`src/rtl/mem_bus_router.sv`:
```
// mem_bus_router
//   Routes single master accesses to one of NUM_REGIONS slave regions chosen
//   by the address field m_addr[31:REGION_SHIFT]. Unmapped addresses and
//   slaves that fail to ack within TIMEOUT_CYCLES complete with an error.
//
// Ports
//   clk, rst_n                 clock, synchronous active-low reset
//   m_req/m_we/m_addr/m_wdata  master request (sampled only while m_ready=1)
//   m_ready                    router idle
//   m_done/m_error/m_rdata     one-cycle completion, error flag, read data
//   s_sel/s_we/s_addr/s_wdata  one-hot slave select and latched request
//   s_rdata/s_ack              flattened slave read data and per-slave ack
//   err_count/last_err_addr    saturating error count, last error address
//
// state  | meaning
// IDLE   | ready, waiting for m_req
// ACCESS | selected slave driven, waiting for its ack or the timeout
// RESP   | one-cycle successful completion
// ERROR  | one-cycle error completion (unmapped or timed out)

module mem_bus_router #(
    parameter int NUM_REGIONS    = 4,
    parameter int REGION_SHIFT   = 16,
    parameter int TIMEOUT_CYCLES = 15
) (
    input  logic                      clk,
    input  logic                      rst_n,
    input  logic                      m_req,
    input  logic                      m_we,
    input  logic [31:0]               m_addr,
    input  logic [31:0]               m_wdata,
    output logic                      m_ready,
    output logic                      m_done,
    output logic                      m_error,
    output logic [31:0]               m_rdata,
    output logic [NUM_REGIONS-1:0]    s_sel,
    output logic                      s_we,
    output logic [31:0]               s_addr,
    output logic [31:0]               s_wdata,
    input  logic [NUM_REGIONS*32-1:0] s_rdata,
    input  logic [NUM_REGIONS-1:0]    s_ack,
    output logic [7:0]                err_count,
    output logic [31:0]               last_err_addr
);

    localparam int          SEL_W   = (NUM_REGIONS > 1) ? $clog2(NUM_REGIONS) : 1;
    localparam logic [31:0] NUM_R32 = 32'(NUM_REGIONS);
    localparam logic [7:0]  TO_LAST = 8'(TIMEOUT_CYCLES - 1);

    typedef enum logic [1:0] {
        ST_IDLE   = 2'd0,
        ST_ACCESS = 2'd1,
        ST_RESP   = 2'd2,
        ST_ERROR  = 2'd3
    } state_t;

    state_t            state_q, state_d;
    logic              we_q, we_d;
    logic [31:0]       addr_q, addr_d;
    logic [31:0]       wdata_q, wdata_d;
    logic [SEL_W-1:0]  idx_q, idx_d;
    logic [7:0]        cnt_q, cnt_d;
    logic [31:0]       rdata_q, rdata_d;
    logic [7:0]        err_cnt_q, err_cnt_d;
    logic [31:0]       last_err_q, last_err_d;

    logic [31:0]            idx_full;
    logic                   mapped;
    logic                   ack_hit;
    logic [31:0]            slv_rdata;
    logic [NUM_REGIONS-1:0] sel_vec;
    logic [7:0]             err_inc;

    assign idx_full = m_addr >> REGION_SHIFT;
    assign mapped   = (idx_full < NUM_R32);
    assign err_inc  = (err_cnt_q == 8'hFF) ? err_cnt_q : err_cnt_q + 8'd1;

    // Mux the latched region's ack and read data; acks from other regions
    // never reach the FSM.
    always_comb begin
        ack_hit   = 1'b0;
        slv_rdata = '0;
        sel_vec   = '0;
        for (int i = 0; i < NUM_REGIONS; i++) begin
            if (idx_q == SEL_W'(i)) begin
                ack_hit    = s_ack[i];
                slv_rdata  = s_rdata[i*32 +: 32];
                sel_vec[i] = 1'b1;
            end
        end
    end

    always_comb begin
        state_d    = state_q;
        we_d       = we_q;
        addr_d     = addr_q;
        wdata_d    = wdata_q;
        idx_d      = idx_q;
        cnt_d      = cnt_q;
        rdata_d    = rdata_q;
        err_cnt_d  = err_cnt_q;
        last_err_d = last_err_q;

        case (state_q)
            ST_IDLE: begin
                if (m_req) begin
                    we_d    = m_we;
                    addr_d  = m_addr;
                    wdata_d = m_wdata;
                    idx_d   = idx_full[SEL_W-1:0];
                    cnt_d   = 8'd0;
                    if (mapped) begin
                        state_d = ST_ACCESS;
                    end else begin
                        // Error bookkeeping is done on entry so it is already
                        // visible while m_done/m_error are high.
                        state_d    = ST_ERROR;
                        err_cnt_d  = err_inc;
                        last_err_d = m_addr;
                    end
                end
            end
            ST_ACCESS: begin
                cnt_d = cnt_q + 8'd1;
                if (ack_hit) begin
                    rdata_d = slv_rdata;
                    state_d = ST_RESP;
                end else if (cnt_q == TO_LAST) begin
                    state_d    = ST_ERROR;
                    err_cnt_d  = err_inc;
                    last_err_d = addr_q;
                end
            end
            ST_RESP:  state_d = ST_IDLE;
            ST_ERROR: state_d = ST_IDLE;
            default:  state_d = ST_IDLE;
        endcase
    end

    always_ff @(posedge clk) begin
        if (!rst_n) begin
            state_q    <= ST_IDLE;
            we_q       <= 1'b0;
            addr_q     <= '0;
            wdata_q    <= '0;
            idx_q      <= '0;
            cnt_q      <= '0;
            rdata_q    <= '0;
            err_cnt_q  <= '0;
            last_err_q <= '0;
        end else begin
            state_q    <= state_d;
            we_q       <= we_d;
            addr_q     <= addr_d;
            wdata_q    <= wdata_d;
            idx_q      <= idx_d;
            cnt_q      <= cnt_d;
            rdata_q    <= rdata_d;
            err_cnt_q  <= err_cnt_d;
            last_err_q <= last_err_d;
        end
    end

    assign m_ready       = (state_q == ST_IDLE);
    assign m_done        = (state_q == ST_RESP) || (state_q == ST_ERROR);
    assign m_error       = (state_q == ST_ERROR);
    assign m_rdata       = (state_q == ST_RESP) ? rdata_q : 32'd0;
    assign s_sel         = (state_q == ST_ACCESS) ? sel_vec : '0;
    assign s_we          = we_q;
    assign s_addr        = addr_q;
    assign s_wdata       = wdata_q;
    assign err_count     = err_cnt_q;
    assign last_err_addr = last_err_q;

endmodule

```
`config.mk`:
```
export PLATFORM = sky130hd
export DESIGN_NAME = mem_bus_router
export DESIGN_NICKNAME = d
export VERILOG_FILES = /design/src/rtl/mem_bus_router.sv
export SDC_FILE = /design/constraint.sdc
export NUM_CORES = 1
export LEC_CHECK = 0
export ABC_AREA = 1
export CORE_AREA = 2 2 133 135
export CTS_CLUSTER_DIAMETER = 80
export DETAILED_ROUTE_END_ITERATION = 12
export DIE_AREA = 0 0 135 137
export GPL_TIMING_DRIVEN = 1
export PLACE_DENSITY = 0.83
export SLEW_MARGIN = 30
export SYNTH_ARGS = -nofsm -noshare
export SYNTH_HDL_FRONTEND = slang
export SYNTH_SLANG_ARGS = --single-unit
```
`constraint.sdc`:
```
create_clock -name clk -period 1.95 [get_ports clk]
set_input_delay 0.39 -clock clk [delete_from_list [all_inputs] [get_ports clk]]
set_output_delay 0.39 -clock clk [all_outputs]
set_load 0.02 [all_outputs]
```
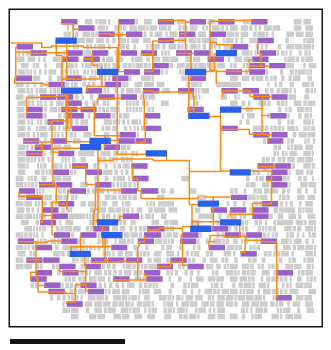
(run_1/clk_routes.png)
Bar = 50 µm.
[orange] clock wires | length: 1810 µm
[purple] flip-flops | count: 147
[blue] clock drivers | count: 17
routed clock nets: 18
flops lie: spread over the die

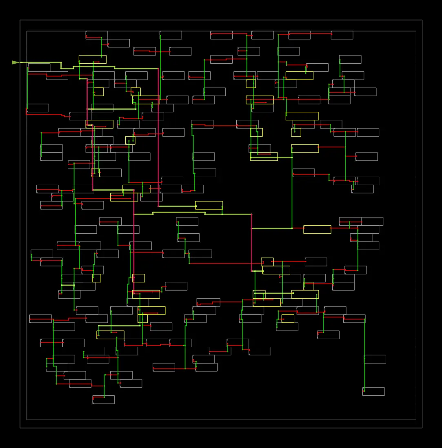
(run_1/clocks.png)
Clock Skews: 0.0107 ns
flop count: 147

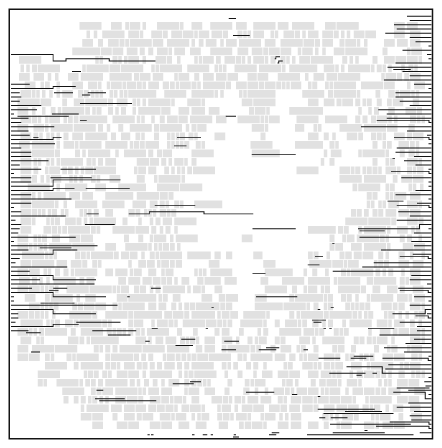
(run_1/layer_met3.png)
longest straight run: 33.8 µm
wire length on this layer: 2130 µm
total detailed-routing wirelength: 25.5 mm
via count: 8156

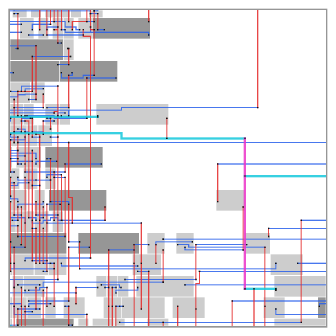
(run_1/detail.png)
Region (48, 48) to (88, 88) µm. Cells in grey, sequential cells in the stronger grey; small squares are vias.
[red] metal 2
[magenta] metal 4
[blue] metal 1
[cyan] metal 3
netlist names of flops here include: cnt_q (5), err_count (2)
cells with their middle in the window: 58
most frequent: nand2_1 (9), dfxtp_1 (7)
sequential cells in the window: 8

==> reports/metrics.cfg, run 1 <==
[status]
outcome=finished, final reports clean

[final_timing]
final-hold-violation-count=0
period_needed_ns=1.87
maxSlewHeadroom=0.717
holdWs_ns=0.396

[synth]
synth_cell_types=32
ys_sh_xor=0.00768
area_leaders=dfxtp_1 43%, o21ai_0 11%, nand2_1 11%
simple_gate_area_frac=0.310

[finish]
area_growth_pct=63.8
regArea_um2=2950
fin_cells=1604

[route]
ant_nets=0
dr_wl_met3_mm=2.13

[min_path]
holdPathStages=3

[clock_network]
cts_sinks=147
clkTransAtPathRegs_ns=0.06
cts_buffers=17
postCtsSetupBuffers=0
htreeDepth=4

[setup_path]
r2r_cells=9
endpoint=m_rdata[20]
cp_data_required_time_ns=1.56

[floorplan]
ios=344

[power_and_ir_drop]
vdd_ir_drop_max_mv=0.607

==> run 1: where the power goes <==
part,total (mW),switching [mW],leakage (nW),internal (mW)
Clock,3.25,1.43,0.285,1.82
Sequential,3.65,0.229,1.21,3.42
Combinational,3.52,1.95,3.07,1.57
==> run 1: registers in the layout, indices dropped and copies added, names as in the netlist <==
| name | count |
|---|---|
| s_wdata | 32 |
| s_addr | 32 |
| state_q | 2 |
| cnt_q | 8 |
| s_we | 1 |
| last_err_addr | 32 |
| err_count | 8 |
| rdata_q | 32 |
==> run 1: cells by family (layout without fill, tap and decap cells) <==
| group | count (synthesis) | in the layout |
|---|---|---|
| simple gates | 508 | 509 |
| xor+xnor | 6 | 6 |
| fa+ha+maj | 3 | 3 |
| flops | 147 | 147 |
| compound gates | 224 | 224 |
| buf+inv | 136 | 490 |
==> run 1: per-layer routing <==
metal,GRT usage,vias up
li1,-,4041
met1,0.298,3754
met2,0.463,298
met3,0.0826,63
met4,0.116,0
met5,0,-
==> run 1: worst register-to-register path, stage by stage, from the launching register on <==
cell     delay, ns
dfxtp_2       0.36
buf_4         0.17
o21ai_0       0.16
nand3_1       0.13
nand3_2       0.10
nand2_2       0.12
buf_4         0.21
buf_4         0.19
nor3_1        0.16
nor2_1        0.07
==> run 1: repair_timing <==
action / 4_1_cts / 5_1_grt
gates cloned: 1 / 0
gates resized: 106 / 62
endpoints found under the hold margin: 0 / 0
setup endpoints to repair: 42 / 82
==> run 1: layout make-up <==
class,count,share of cell area
Clock buffer,17,0.0380
Tap cell,225,0.0251
Clock inverter,15,0.0145
Inverter,62,0.0208
Timing Repair Buffer,396,0.336
Multi-Input combinational cell,742,0.303
Sequential cell,147,0.263
--- run 2 (diff from run 1) ---
--- a/config.mk
+++ b/config.mk
@@ -10,6 +10,7 @@
 export CTS_CLUSTER_DIAMETER = 80
 export DETAILED_ROUTE_END_ITERATION = 12
 export DIE_AREA = 0 0 135 137
+export GPL_ROUTABILITY_DRIVEN = 0
 export GPL_TIMING_DRIVEN = 1
 export PLACE_DENSITY = 0.83
 export SLEW_MARGIN = 30
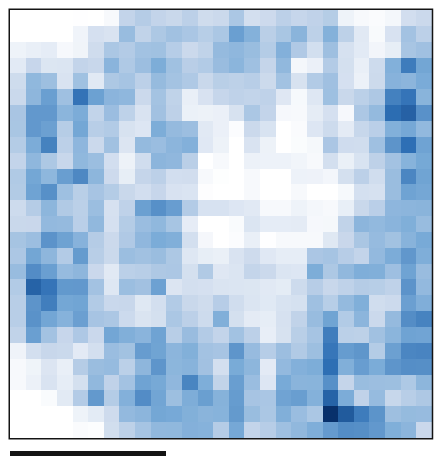
(run_2/metal_density.png)
Bar = 50 µm. The die is cut into 27 by 27 equal tiles; white is low, dark blue is high, scaled to the fullest tile. Values are wire area over tile area, all layers added.
emptiest ninth of the die: middle
fullest tile: 0.74
tiles over half the peak: 15%
nearly empty tiles: 5.9%
mean over tiles: 0.23
densest ninth of the die: bottom right

==> run 2 against run 1 <==
Effect of this change:
- sequential share of layout area stayed put
- critical path type unchanged
- sequential cell count stayed put
- cell area stayed put
- combinational power hardly changed
- core utilization stayed put
- count of clock-buffer cells in the layout stayed put
- area after synthesis stayed put
==> reports/metrics.cfg, run 2 <==
[status]
outcome=finished, final reports clean

[global_route]
met3_usage=0.0826
use_met2=0.463
grt_overflow_total=0
gr-usage-met1=0.298
grt_pass1_wl_mm=39.0
grt_busiest_layer=met2

[place]
place_area_um2=10700
dpl.hpwl_mm=18.9

[power_and_ir_drop]
switching_share=0.347
p_int_mw=6.81
switchingPower_mw=3.61
pwr-share-clk=0.312
pwr-share-seq=0.350
total_power_mw=10.4
combPwrFrac=0.338
vdd_ir_drop_max_mv=0.607

[final_timing]
grt_setup_unrepaired=true
final-hold-violation-count=0
setup_slack_ns=0.0758
finClkSkew_ns=0.0107
period_needed_ns=1.87
holdWs_ns=0.396
maxSlewHeadroom=0.717

[setup_path]
cp_data_required_time_ns=1.56
critPathMaxStageDelay_ns=0.31

[clock_network]
postCtsSetupBuffers=0
htreeDepth=4
clkTransAtPathRegs_ns=0.06
cts_buffers=17
clockRootBuffer=clkbuf_16
cts_sinks=147

[synth]
area_leaders=dfxtp_1 43%, o21ai_0 11%, nand2_1 11%
synth-main-ff-cell=dfxtp_1
synth_cell_types=32
ys_top_cells_by_count=193 x nand2_1, 191 x nor2_1, 150 x o21ai_0, 147 x dfxtp_1, 61 x inv_1
yosys_warnings=0
syn_nets=1227
ys_cells=1024

[route]
ant_nets=0
vias=8156
wirelength_mm=25.5

[finish]
fin_cells=1604
area_growth_pct=63.8

[job]
log.warning_count=29

[floorplan]
ios=344
core-area_um2=17100

## run 2: power by group through the flow
stage	clock [mW]	combinational (mW)	sequential, mW
2_1_floorplan	0	1.38	4.07
3_3_place_gp	0	3.44	3.69
3_5_place_dp	0	3.50	3.70
4_1_cts	3.31	3.52	3.64
5_1_grt	3.44	3.82	3.70
6_report	3.25	3.52	3.65
## run 2: logic make-up after synthesis
kind of cell             after synthesis  synth area share
flip-flops                           147             0.430
XOR/XNOR                               6           0.00768
AND/OR/NAND/NOR                      508             0.310
AND-OR/OR-AND                        224             0.167
adder cells (fa/ha/maj)                3           0.00549
buffers and inverters                136            0.0794
## run 2: metal layers
layer / vias up / wire length (µm)
met3: 63 / 2130
li1: 4041 / -
met5: - / 0
met2: 298 / 12500
met4: 0 / 801
met1: 3754 / 10100
## run 2: final cells by class
type / count / area, µm²
multi-input cells: 742 / 3390
clock buffers: 17 / 425
clock inverters: 15 / 163
inverters: 62 / 233
fillers: 1511 / 5850
flip-flops and latches: 147 / 2950
repair buffers: 396 / 3760
well taps: 225 / 282
## run 2: timing repair
action                     4_1_cts  5_1_grt
setup endpoints to repair       42       82
gates cloned                     1        0
gates resized                  106       62
## run 2: worst reg2reg max path: cells and delay by family (launching register included)
| kind | cells | cell delay [ns] |
|---|---|---|
| DFF | 1 | 0.36 |
| and+or+nand+nor | 5 | 0.58 |
| buffers and inverters | 3 | 0.57 |
| AOI/OAI and AO/OA | 1 | 0.16 |
## run 2: path summary, 6_finish.rpt
path	endpoint	slack, ns	cells after the start
setup / recovery	m_rdata[20]	0.08	5
hold / removal	err_count[3]	0.40	3
setup reg to reg	last_err_addr[4]	0.19	9
hold reg to reg	rdata_q[9]	0.45	2
Power and IR drop assume default switching activity.
